## config.mk

```make
export PLATFORM = sky130hd
export DESIGN_NAME = elevator
export DESIGN_NICKNAME = d
export VERILOG_FILES = /design/src/rtl/elevator.sv
export SDC_FILE = /design/constraint.sdc
export NUM_CORES = 1
export LEC_CHECK = 0
export CORE_MARGIN = 3
export CORE_UTILIZATION = 45
export CTS_BUF_LIST = sky130_fd_sc_hd__clkbuf_16
export DETAILED_ROUTE_END_ITERATION = 7
export GPL_TIMING_DRIVEN = 0
export PLACE_DENSITY = 0.65
export SKIP_LAST_GASP = 1
export SYNTH_ARGS = -nofsm -noshare
export SYNTH_HDL_FRONTEND = slang
export SYNTH_SLANG_ARGS = --single-unit
```

## constraint.sdc

```tcl
create_clock -name clk -period 4.3 [get_ports clk]
set_input_delay 1.075 -clock clk [delete_from_list [all_inputs] [get_ports clk]]
set_output_delay 1.075 -clock clk [all_outputs]
set_load 0.02 [all_outputs]
```

## src/rtl/elevator.sv

```systemverilog
// Single-car LOOK-policy elevator controller for a five-floor building.
// Latches floor requests, steps the car one floor per MOVE_CYCLES, and
// holds the door open for DOOR_CYCLES after the last door activity.
module elevator #(
  parameter int MOVE_CYCLES = 4,
  parameter int DOOR_CYCLES = 3
) (
  input  logic       clk,
  input  logic       reset,
  input  logic [4:0] buttons,
  input  logic       come_in,
  input  logic       go_out,
  output logic [2:0] current_floor,
  output logic       going_up,
  output logic       going_down
);

  localparam int MAX_CYC = (MOVE_CYCLES > DOOR_CYCLES) ? MOVE_CYCLES : DOOR_CYCLES;
  localparam int TW      = $clog2(MAX_CYC + 1);
  localparam logic [TW-1:0] MOVE_LOAD = TW'(MOVE_CYCLES);
  localparam logic [TW-1:0] DOOR_LOAD = TW'(DOOR_CYCLES);
  localparam logic [TW-1:0] ONE       = TW'(1);

  typedef enum logic [1:0] {S_IDLE, S_MOVE, S_DOOR} state_t;
  typedef enum logic [1:0] {DIR_NONE, DIR_UP, DIR_DOWN} dir_t;

  state_t        state, state_n;
  dir_t          dir, dir_n;
  logic [2:0]    floor, floor_n;
  logic [4:0]    pending, pending_n;
  logic [TW-1:0] timer, timer_n;

  // One-hot mask for a floor number 1..5.
  function automatic logic [4:0] floor_bit(input logic [2:0] f);
    floor_bit = 5'b00001 << (f - 3'd1);
  endfunction

  // LOOK direction choice: keep sweeping while work lies ahead, otherwise
  // reverse; from rest head for the nearest request, preferring up on a tie.
  function automatic dir_t decide(input dir_t d, input logic [4:0] r, input logic [2:0] f);
    logic any_up, any_dn;
    int   up_dist, dn_dist, idx;
    idx     = int'(f) - 1;
    any_up  = 1'b0;
    any_dn  = 1'b0;
    up_dist = 0;
    dn_dist = 0;
    for (int i = 0; i < 5; i++) begin
      if (r[i] && i > idx && !any_up) begin
        any_up  = 1'b1;
        up_dist = i - idx;
      end
    end
    for (int i = 4; i >= 0; i--) begin
      if (r[i] && i < idx && !any_dn) begin
        any_dn  = 1'b1;
        dn_dist = idx - i;
      end
    end
    decide = DIR_NONE;
    case (d)
      DIR_UP: begin
        if (any_up)      decide = DIR_UP;
        else if (any_dn) decide = DIR_DOWN;
      end
      DIR_DOWN: begin
        if (any_dn)      decide = DIR_DOWN;
        else if (any_up) decide = DIR_UP;
      end
      default: begin
        if (any_up && (!any_dn || up_dist <= dn_dist)) decide = DIR_UP;
        else if (any_dn)                              decide = DIR_DOWN;
      end
    endcase
  endfunction

  // Register the controller state; reset drops all requests and parks the car at floor 1.
  always_ff @(posedge clk or posedge reset) begin
    if (reset) begin
      state   <= S_IDLE;
      dir     <= DIR_NONE;
      floor   <= 3'd1;
      pending <= '0;
      timer   <= '0;
    end else begin
      state   <= state_n;
      dir     <= dir_n;
      floor   <= floor_n;
      pending <= pending_n;
      timer   <= timer_n;
    end
  end

  // Next-state logic: request latching, floor stepping, door dwell and sweep decisions.
  always_comb begin
    logic [4:0] all_req, cur, req, clear;
    logic [2:0] step;
    dir_t       d;
    state_n = state;
    dir_n   = dir;
    floor_n = floor;
    timer_n = timer;
    clear   = '0;
    step    = floor;
    d       = DIR_NONE;
    all_req = pending | buttons;
    cur     = floor_bit(floor);
    req     = all_req & ~cur;
    case (state)
      S_IDLE: begin
        if (|(all_req & cur)) begin
          state_n = S_DOOR;
          clear   = cur;
          timer_n = DOOR_LOAD;
        end else if (|req) begin
          state_n = S_MOVE;
          dir_n   = decide(dir, req, floor);
          timer_n = MOVE_LOAD;
        end
      end
      S_MOVE: begin
        if (timer > ONE) begin
          timer_n = timer - ONE;
        end else begin
          if (dir == DIR_UP && floor < 3'd5)        step = floor + 3'd1;
          else if (dir == DIR_DOWN && floor > 3'd1) step = floor - 3'd1;
          floor_n = step;
          if (|(all_req & floor_bit(step))) begin
            state_n = S_DOOR;
            clear   = floor_bit(step);
            timer_n = DOOR_LOAD;
          end else begin
            timer_n = MOVE_LOAD;
          end
        end
      end
      S_DOOR: begin
        clear = cur;
        if (come_in || go_out || (|(buttons & cur))) begin
          timer_n = DOOR_LOAD;
        end else if (timer > ONE) begin
          timer_n = timer - ONE;
        end else begin
          d = decide(dir, req, floor);
          if (d == DIR_NONE) begin
            state_n = S_IDLE;
            dir_n   = DIR_NONE;
          end else begin
            state_n = S_MOVE;
            dir_n   = d;
            timer_n = MOVE_LOAD;
          end
        end
      end
      default: state_n = S_IDLE;
    endcase
    pending_n = all_req & ~clear;
  end

  assign current_floor = floor;
  assign going_up      = (dir == DIR_UP);
  assign going_down    = (dir == DIR_DOWN);

endmodule

```

Pin placement:
Pins as bars across the die edge, other pins in gray.
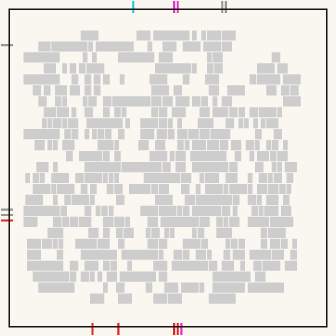
- red: `buttons` (pins 5; direction input; edge 4 south, 1 west)
- cyan: `reset` (pins 1; direction input; edge north)
- magenta: `current_floor` (pins 3; direction output; edge 2 north, 1 south)
- all pins by edge: 5 south, 5 north, 4 west

Sequential cells colored by netlist name:
Other sequential cells in the stronger gray, the rest of the logic in the fainter gray.
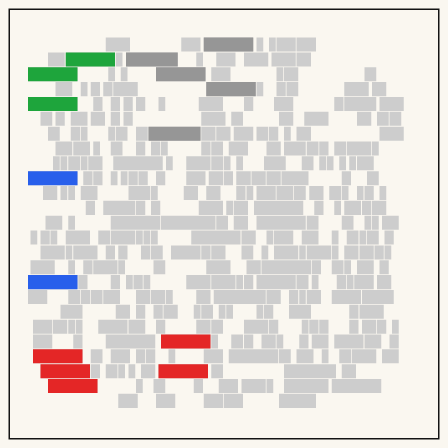
- green: `timer` (flops 3)
- red: `pending` (flops 5; where south-west)
- blue: `state` (flops 2)
- not colored: 5

==> impl_metrics.tcl <==
# yosys + openroad results
set metrics [dict create \
    place.gp.congestion 0.937 \
    criticalPathCategory "register to register" \
    clk_pin_slew_ns 0.05 \
    ys_cells 310 \
    drtAntennaViolNets 0 \
    drive_gt1_share_pct 18.8 \
    cts_tree "built" \
    numSynthFlops 15 \
    core_um2 4880 \
    synthArstFlopShare_pct 100 \
    crit_path_start_kind "register" \
    mux_area_share_pct 2.33 \
    firstDrtPassIters 4 \
    fp_nets 352 \
    ys_sh_xor_pct 1.80 \
    syn_inst 310 \
    cts_sinks 15 \
    ctsHoldBuffers 0 \
    synth.cell_area_um2 2360 \
    dieHeight_um 78.4 \
    setup_viol_count_final 0 \
    simple_gate_share_pct 23.9 \
    maxCapViolCount 0 \
    worst_slew_pin_slew_ns 0.716 \
    cts-root-buf "clkbuf_16" \
    dieArea_um2 6150 \
    grt_overflow 0 \
    pre_cts_slack_ns -0.492 \
    post-route-min-period_ns 4.26 \
    dp.cells 390 \
    post_synth.cell_area_avg_um2 7.61 \
    outcome "finished, final reports clean" \
]
[stage by stage]
stage                     cell area, µm²  hold WS (ns)  TNS, ns
final                               2950         0.523        0
after global routing                2950         0.563   -0.245
after CTS                           2870         0.537        0
after detailed placement            2650         0.522   -0.902
after global placement              2650         0.515   -0.901
after floorplan                     2440         0.475  -0.0473
[sequential cells by signal (all words and copies together) (netlist names)]
| register | cells |
|---|---|
| state | 2 |
| pending | 5 |
| current_floor | 3 |
| dir | 2 |
| timer | 3 |
[worst max-delay path, cell delays in order, from the launching register on]
cell,delay [ns]
dfstp_2,0.55
buf_6,0.11
clkinvlp_4,0.10
ha_4,0.19
xnor2_4,0.13
buf_8,0.15
ha_2,0.22
o21bai_2,0.25
or2_2,0.29
clkbuf_1,0.17
and3_1,0.21
a21oi_1,0.13
o22ai_1,0.13
a211oi_2,0.23
ha_1,0.29
o21a_1,0.11
o21a_1,0.17
o311ai_2,0.20
o21ai_1,0.13
a311o_1,0.32
o21ai_1,0.11
[routing by layer]
layer | share of wire [%] | track usage [%]
met5 | 0 | 0
met4 | 2.5 | 9.09
met3 | 3.4 | 1.03
met2 | 50 | 41.1
met1 | 44 | 29.1
[cells in the final DEF (no fill, tap or decap), drive strengths merged, types with 6 or more instances in the layout]
| master | instances |
|---|---|
| a21oi | 28 |
| nand3 | 6 |
| buf | 19 |
| o21a | 6 |
| clkdlybuf4s50 | 13 |
| dfrtp | 14 |
| nor3 | 11 |
| ha | 33 |
| inv | 23 |
| o22ai | 6 |
| o21ai | 23 |
| nor2 | 28 |
| clkbuf | 6 |
| a211oi | 8 |
| nand2 | 30 |
| or2 | 7 |
[cell usage after synthesis, types with 5 or more instances]
cell type | count | share of area [%]
or2_2 | 5 | 1.3
o22ai_1 | 6 | 1.6
a211oi_1 | 7 | 2.2
nor2b_1 | 5 | 1.3
nor3_1 | 10 | 2.1
inv_1 | 22 | 3.5
dfrtp_1 | 14 | 15
a21oi_1 | 28 | 5.9
nor2_1 | 27 | 4.3
ha_1 | 33 | 17
nand2b_1 | 5 | 1.3
o21a_1 | 6 | 1.9
o21ai_0 | 19 | 4.0
nand2_1 | 30 | 4.8
nand3_1 | 6 | 1.3
[area by class of cell]
| class | count | area, µm² |
|---|---|---|
| buffer | 8 | 53.8 |
| clock buffer | 3 | 75.1 |
| clock inverter | 1 | 5.00 |
| fill | 473 | 1930 |
| inverter | 24 | 101 |
| multi-input combinational | 263 | 2010 |
| sequential | 15 | 378 |
| tap | 67 | 83.8 |
| timing repair buffer | 27 | 235 |
[worst min-delay path by stage]
stage,start,to,slack (ns),depth (start not counted)
floorplan,dir[1],dir[1],0.47,2
global placement,dir[0],dir[0],0.52,2
detailed placement,dir[1],dir[1],0.52,2
CTS,dir[0],dir[0],0.54,2
global route,dir[1],dir[1],0.56,2
finish,dir[0],dir[0],0.52,2
[repair_timing]
item                       4_1_cts  5_1_grt
gates resized                   15        8
buffers inserted                10        4
setup endpoints to repair        2        2
pin swaps                        6        5
